### Gate-type map

Scale bar: 100 um.
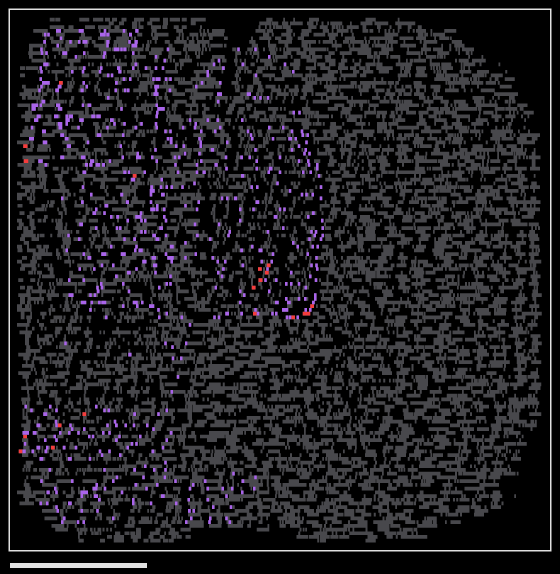
### Clock nets

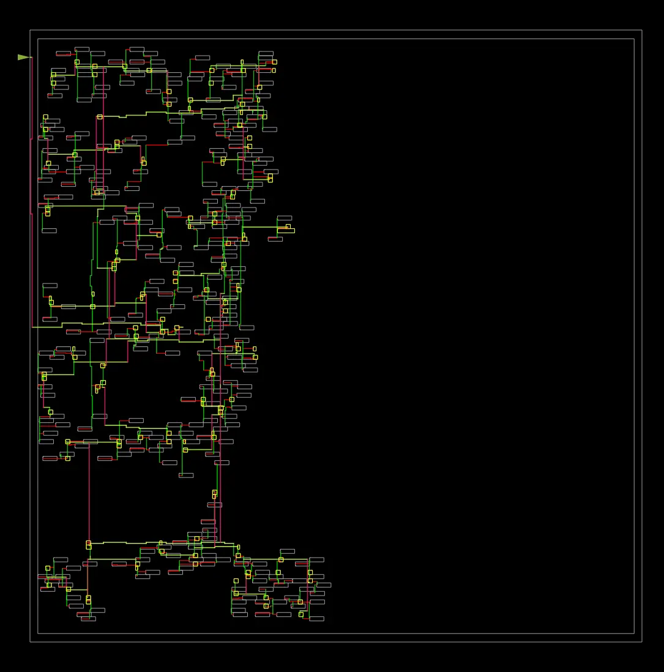
### Wiring by layer

Only two layers are drawn.
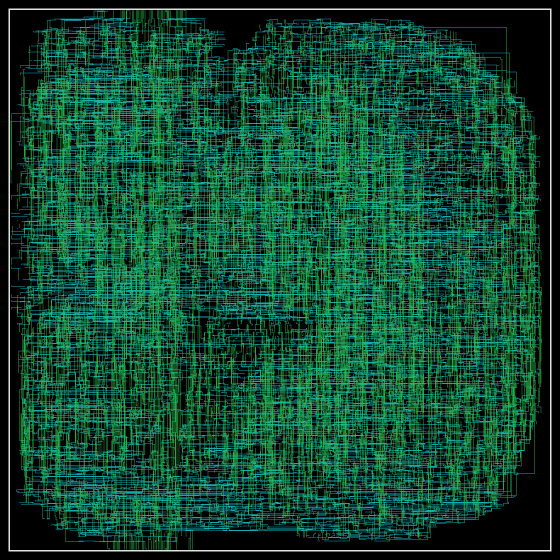
### Where the registers sit

Scale bar: 100 um.
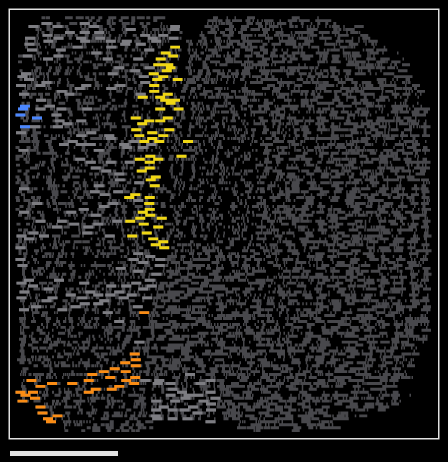
### Ports around the boundary

Pins as bars across the die edge, other pins in grey.
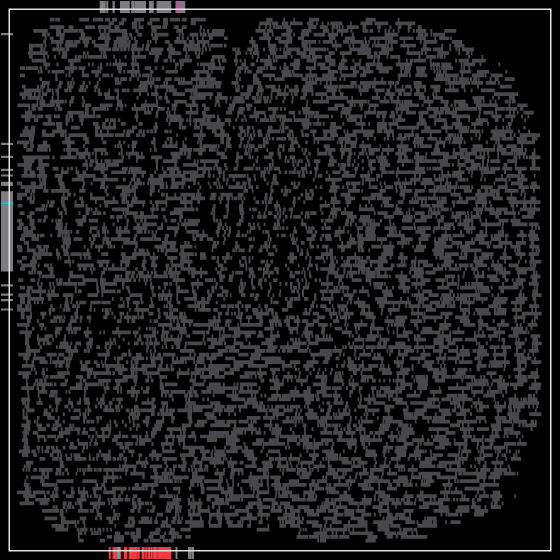
File: config.mk
export PLATFORM = sky130hd
export DESIGN_NAME = muldiv_ctrl
export DESIGN_NICKNAME = d
export VERILOG_FILES = /design/src/rtl/muldiv_defs_pkg.sv /design/src/rtl/div_iter.sv /design/src/rtl/muldiv_ctrl.sv
export SDC_FILE = /design/constraint.sdc
export NUM_CORES = 2
export LEC_CHECK = 0
export ABC_AREA = 1
export CAP_MARGIN = 20
export CORE_MARGIN = 5
export CORE_UTILIZATION = 40
export CTS_BUF_LIST = sky130_fd_sc_hd__clkbuf_4
export DETAILED_ROUTE_END_ITERATION = 8
export GPL_TIMING_DRIVEN = 0
export HOLD_SLACK_MARGIN = 0.08
export PLACE_DENSITY_LB_ADDON = 0.05
export SETUP_SLACK_MARGIN = 0.2
export SYNTH_ARGS = -nofsm -noshare
export SYNTH_HDL_FRONTEND = slang
export SYNTH_SLANG_ARGS = --single-unit
File: constraint.sdc
create_clock -name clk -period 19.9 [get_ports clk]
set_clock_uncertainty 0.1 [all_clocks]
set_input_delay 2.985 -clock clk [delete_from_list [all_inputs] [get_ports clk]]
set_output_delay 2.985 -clock clk [all_outputs]
set_load 0.01 [all_outputs]
File: src/rtl/muldiv_defs_pkg.sv
// Shared encodings for the HI/LO multiply/divide controller: opcodes, FSM states
// and the divider step count.
package muldiv_defs;

   localparam logic [1:0] OP_MULT  = 2'b00;
   localparam logic [1:0] OP_MULTU = 2'b01;
   localparam logic [1:0] OP_DIV   = 2'b10;
   localparam logic [1:0] OP_DIVU  = 2'b11;

   localparam int unsigned DIV_STEPS = 32;
   localparam int unsigned STEP_W    = $clog2(DIV_STEPS);

   typedef enum logic [1:0] {
      IDLE = 2'd0,
      MUL  = 2'd1,
      DIV  = 2'd2,
      DONE = 2'd3
   } state_t;

endpackage

File: src/rtl/div_iter.sv
// Restoring divider datapath: one quotient bit per step on unsigned operands.
// The remainder/quotient pair shifts left as a single register each step.
module div_iter
   import muldiv_defs::*;
#(
   parameter int unsigned DW = 32
) (
   input  logic          clk,
   input  logic          rst,
   input  logic          load,
   input  logic          step,
   input  logic [DW-1:0] dividend,
   input  logic [DW-1:0] divisor,
   output logic [DW-1:0] quot,
   output logic [DW-1:0] rem,
   output logic          last
);

   logic [DW-1:0]     r_rem;
   logic [DW-1:0]     r_quot;
   logic [DW-1:0]     r_dvs;
   logic [STEP_W-1:0] r_cnt;

   logic [DW:0]       w_shift;
   logic [DW:0]       w_trial;
   logic              w_fit;

   // Shifted partial remainder is below 2*divisor, so a DW+1 bit subtract has
   // its MSB set exactly when the trial would go negative.
   assign w_shift = {r_rem, r_quot[DW-1]};
   assign w_trial = w_shift - {1'b0, r_dvs};
   assign w_fit   = ~w_trial[DW];

   always_ff @(posedge clk or posedge rst) begin
      if (rst) begin
         r_rem  <= '0;
         r_quot <= '0;
         r_dvs  <= '0;
         r_cnt  <= '0;
      end else if (load) begin
         r_rem  <= '0;
         r_quot <= dividend;
         r_dvs  <= divisor;
         r_cnt  <= '0;
      end else if (step) begin
         r_rem  <= w_fit ? w_trial[DW-1:0] : w_shift[DW-1:0];
         r_quot <= {r_quot[DW-2:0], w_fit};
         r_cnt  <= r_cnt + 1'b1;
      end
   end

   assign quot = r_quot;
   assign rem  = r_rem;
   assign last = (r_cnt == STEP_W'(DIV_STEPS - 1));

endmodule

File: src/rtl/muldiv_ctrl.sv
// Multi-cycle MULT/MULTU/DIV/DIVU controller: stalls EX while the multiplier or
// divider runs, then issues one HI/LO write in the DONE cycle.
module muldiv_ctrl
   import muldiv_defs::*;
#(
   parameter int unsigned DW      = 32,
   parameter int unsigned MUL_LAT = 2
) (
   input  logic          clk,
   input  logic          rst,
   input  logic          start_i,
   input  logic [1:0]    op_i,
   input  logic [DW-1:0] a_i,
   input  logic [DW-1:0] b_i,
   input  logic          flush_i,
   output logic          stall_o,
   output logic          hilo_we_o,
   output logic [DW-1:0] hi_o,
   output logic [DW-1:0] lo_o
);

   localparam int unsigned MCW = (MUL_LAT > 1) ? $clog2(MUL_LAT) : 1;

   state_t          r_state;
   logic [1:0]      r_op;
   logic [DW-1:0]   r_a;
   logic [DW-1:0]   r_b;
   logic            r_neg_q;
   logic            r_neg_r;
   logic            r_dz;
   logic [MCW-1:0]  r_mul_cnt;
   logic [2*DW-1:0] r_prod;
   logic [DW-1:0]   r_hi;
   logic [DW-1:0]   r_lo;

   logic            w_signed_div;
   logic [DW-1:0]   w_abs_a;
   logic [DW-1:0]   w_abs_b;
   logic            w_load;
   logic            w_step;
   logic            w_last;
   logic [DW-1:0]   w_quot;
   logic [DW-1:0]   w_rem;
   logic            w_mul_signed;
   logic [2*DW-1:0] w_ext_a;
   logic [2*DW-1:0] w_ext_b;
   logic [2*DW-1:0] w_prod;
   logic [DW-1:0]   w_res_hi;
   logic [DW-1:0]   w_res_lo;
   logic            w_done;

   assign w_signed_div = (op_i == OP_DIV);
   assign w_abs_a      = (w_signed_div & a_i[DW-1]) ? -a_i : a_i;
   assign w_abs_b      = (w_signed_div & b_i[DW-1]) ? -b_i : b_i;
   assign w_load       = (r_state == IDLE) & start_i & ~flush_i & op_i[1] & (b_i != '0);
   assign w_step       = (r_state == DIV) & ~flush_i;

   div_iter #(
      .DW (DW)
   ) u_div_iter (
      .clk      (clk),
      .rst      (rst),
      .load     (w_load),
      .step     (w_step),
      .dividend (w_abs_a),
      .divisor  (w_abs_b),
      .quot     (w_quot),
      .rem      (w_rem),
      .last     (w_last)
   );

   // Sign-extending to 2*DW makes the truncated unsigned product correct for both
   // MULT and MULTU.
   assign w_mul_signed = (r_op == OP_MULT);
   assign w_ext_a      = {{DW{w_mul_signed & r_a[DW-1]}}, r_a};
   assign w_ext_b      = {{DW{w_mul_signed & r_b[DW-1]}}, r_b};
   assign w_prod       = w_ext_a * w_ext_b;

   always_comb begin
      w_res_hi = r_prod[2*DW-1:DW];
      w_res_lo = r_prod[DW-1:0];
      if (r_dz) begin
         w_res_hi = r_a;
         w_res_lo = '1;
      end else if (r_op[1]) begin
         w_res_lo = r_neg_q ? -w_quot : w_quot;
         w_res_hi = r_neg_r ? -w_rem : w_rem;
      end
   end

   assign w_done    = (r_state == DONE) & ~flush_i & ~rst;
   assign stall_o   = ~flush_i & ~rst &
                      (((r_state == IDLE) & start_i) | (r_state == MUL) | (r_state == DIV));
   assign hilo_we_o = w_done;
   assign hi_o      = w_done ? w_res_hi : r_hi;
   assign lo_o      = w_done ? w_res_lo : r_lo;

   always_ff @(posedge clk or posedge rst) begin
      if (rst) begin
         r_state   <= IDLE;
         r_op      <= OP_MULT;
         r_a       <= '0;
         r_b       <= '0;
         r_neg_q   <= 1'b0;
         r_neg_r   <= 1'b0;
         r_dz      <= 1'b0;
         r_mul_cnt <= '0;
         r_prod    <= '0;
         r_hi      <= '0;
         r_lo      <= '0;
      end else if (flush_i) begin
         r_state   <= IDLE;
         r_mul_cnt <= '0;
      end else begin
         unique case (r_state)
            IDLE: begin
               if (start_i) begin
                  r_op      <= op_i;
                  r_a       <= a_i;
                  r_b       <= b_i;
                  r_neg_q   <= w_signed_div & (a_i[DW-1] ^ b_i[DW-1]);
                  r_neg_r   <= w_signed_div & a_i[DW-1];
                  r_dz      <= op_i[1] & (b_i == '0);
                  r_mul_cnt <= '0;
                  if (!op_i[1]) begin
                     r_state <= MUL;
                  end else if (b_i == '0) begin
                     r_state <= DONE;
                  end else begin
                     r_state <= DIV;
                  end
               end
            end
            MUL: begin
               r_prod <= w_prod;
               if (r_mul_cnt == MCW'(MUL_LAT - 1)) begin
                  r_state <= DONE;
               end else begin
                  r_mul_cnt <= r_mul_cnt + 1'b1;
               end
            end
            DIV: begin
               if (w_last) begin
                  r_state <= DONE;
               end
            end
            DONE: begin
               // start_i here belongs to the instruction leaving EX, so it is ignored.
               r_hi    <= w_res_hi;
               r_lo    <= w_res_lo;
               r_state <= IDLE;
            end
            default: r_state <= IDLE;
         endcase
      end
   end

endmodule
==> run_results.csv <==
group,metric,value,unit
logic_synthesis,cells_in_synth_stat_txt,7896,
setup_path,path_common_cell,"sky130_fd_sc_hd__fa_1",
run,cap_violations,0,
logic_synthesis,top_cell_type_by_total_area_after_synthesis,"sky130_fd_sc_hd__fa_1",
floorplanning,fp.coreArea,147500,um2
logic_synthesis,async_reset_ff_share,100.0,%
run,number_of_warnings_in_the_stage_logs,35,
sta,fin_setup_tns,0,ps
sta,setup_viol_count_final,0,
sta,slew-limit-headroom,16.75,%
logic_synthesis,post_synth_num_cell_types,50,
cells_and_area,register_area,7532,um2
sta,whs,377.4,ps
cells_and_area,combined_area_of_the_multi_input_logic_cells,42940,um2
setup_path,crit_slowest_cell,"sky130_fd_sc_hd__fa_1",
logic_synthesis,post_synth_inst_count,7896,
clocking,buffer_count_from_post_cts_setup_fixing,0,
hold_path,worstHoldStart,"r_hi[11]",
setup_path,endpoint_kind,"register",
grt,grt_pass1_vias,55038,
cells_and_area,drive_gt1_share,2.958,%
sta,period_used_share,57.31,%
logic_synthesis,synth.top_cells.by_area,"sky130_fd_sc_hd__fa_1, sky130_fd_sc_hd__nand2_1, sky130_fd_sc_hd__dfrtp_1",
hold_path,end_point_of_the_most_critical_hold_path,"r_hi[11]",
setup_path,ff2ff_setup_slack,8490,ps
floorplanning,std_cell_rows,141,
floorplanning,top_level_ports,136,
logic_synthesis,seq_area_frac_synth,12.73,%
status,status,"completed",
logic_synthesis,synth_top_flop_cell,"sky130_fd_sc_hd__dfrtp_1",
grt,grt_first_pass_wirelength,371900,um
logic_synthesis,synthSimpleGateAreaFrac,21.84,%
cells_and_area,syn2layout_area_growth,8.509,%
routing,drt_pass1_iterations,6,
setup_path,ff2ff_path_depth,26,
placed_design,dp_hpwl,215400,um
sta,worst_slew_pin_slew,1249,ps
cells_and_area,nNetsFinal,9573,
clocking,cts_made_buffers,79,
placed_design,numPortBuffers,133,
## Picture notes: 'Gate-type map'
[red] non-inverting ao/oa cells | cells: 19 | most used: o21a_1
[purple] aoi and oai cells | cells: 613 | most used: o21ai_0

## Picture notes: 'Clock nets'
number of clock buffers in the layout: 108
clock sink count: 301

## Picture notes: 'Wiring by layer'
[cyan] M1 | wire length: 104 mm
[green] M2 | wire length: 116 mm

## Picture notes: 'Where the registers sit'
[orange] u_div_iter.r_dvs | sequential cells: 32 | where: lower left
[blue] u_div_iter.r_cnt | sequential cells: 5 | where: upper left
[yellow] r_prod | sequential cells: 64
not coloured: 200

## Picture notes: 'Ports around the boundary'
[red] b_i | pins: 32 | direction: input | edge: bottom
[cyan] op_i | pins: 2 | direction: input | edge: 1 bottom, 1 left
[magenta] hilo_we_o | pins: 1 | direction: output | edge: top
all pins by edge: 54 left, 44 top, 38 bottom

==> metrics by stage <==
step	setup slack, ps	utilization [%]	instance area [um2]	std cells
finish	8495	43.54	64220	10121
floorplan	8125	-	59180	7896
global route	8112	43.53	64210	10116
detailed placement	8564	42.86	63220	9972
global placement	3482	42.67	62930	9959
CTS	8440	43.53	64200	10112
==> kinds of logic (layout without fill, tap and decap cells) <==
group,after synthesis,count (layout)
simple gates,3198,3198
buf+inv,2291,2577
fa+ha+maj,1380,1380
compound gates,632,632
flops,301,301
xor+xnor,94,94
other cells,0,9
==> layout make-up <==
| class | count | share of cell area [%] |
|---|---|---|
| repair buffers | 146 | 2.494 |
| plain buffers | 390 | 2.468 |
| clock inverters | 32 | 0.2669 |
| flip-flops and latches | 301 | 11.73 |
| diodes | 9 | 0.03507 |
| well taps | 1930 | 3.760 |
| multi-input cells | 5304 | 66.86 |
| clock buffers | 108 | 1.262 |
| inverters | 1901 | 11.12 |
==> state kept, by name (all words and copies together), names as in the netlist, 2 cells and up <==
signal and flops:
r_lo 32, u_div_iter.r_dvs 32, r_op 2, u_div_iter.r_cnt 5, r_state 2, u_div_iter.quot 32
r_hi 32, r_a 32, u_div_iter.rem 32, r_prod 64, r_b 32
==> worst max-delay path: cells and delay by family, from the launching register on <==
kind / cells / cell delay (ps)
buf+inv: 8 / 3060
fa+ha+maj: 9 / 5770
simple gates: 9 / 1740
flops: 1 / 510
==> layer usage <==
metal	wire, um	vias up
met5	56	-
met4	15730	8
met3	16200	494
met2	116500	1926
met1	104400	26791
li1	-	23603
==> how the worst max path moves through the flow <==
stage	start	endpoint	slack, ps	cells after the start
after global routing	r_op[1]	r_prod[56]	8110	26
after floorplan	rst	r_a[0]	8120	3
after detailed placement	r_op[1]	r_prod[56]	8560	26
after CTS	r_op[1]	r_prod[56]	8440	26
after global placement	rst	r_b[11]	3480	3
final	r_op[1]	r_prod[56]	8490	26
==> placed cells by master, fill, tap and decap left out, types with 24 or more instances in the layout <==
master,synthesis,routed
sky130_fd_sc_hd__a21oi_1,192,192
sky130_fd_sc_hd__xor2_1,52,52
sky130_fd_sc_hd__buf_2,27,27
sky130_fd_sc_hd__nand3_1,305,305
sky130_fd_sc_hd__dfrtp_1,301,301
sky130_fd_sc_hd__clkdlybuf4s50_1,0,133
sky130_fd_sc_hd__o221ai_1,24,24
sky130_fd_sc_hd__xnor2_1,42,42
sky130_fd_sc_hd__nand2_1,2297,2297
sky130_fd_sc_hd__ha_1,254,254
sky130_fd_sc_hd__o21ai_0,304,304
sky130_fd_sc_hd__nand4_1,55,55
sky130_fd_sc_hd__clkbuf_4,0,108
sky130_fd_sc_hd__nor3_1,57,57
sky130_fd_sc_hd__fa_1,1126,1125
sky130_fd_sc_hd__clkbuf_1,333,329
sky130_fd_sc_hd__nor2_1,405,405
sky130_fd_sc_hd__inv_1,1888,1887
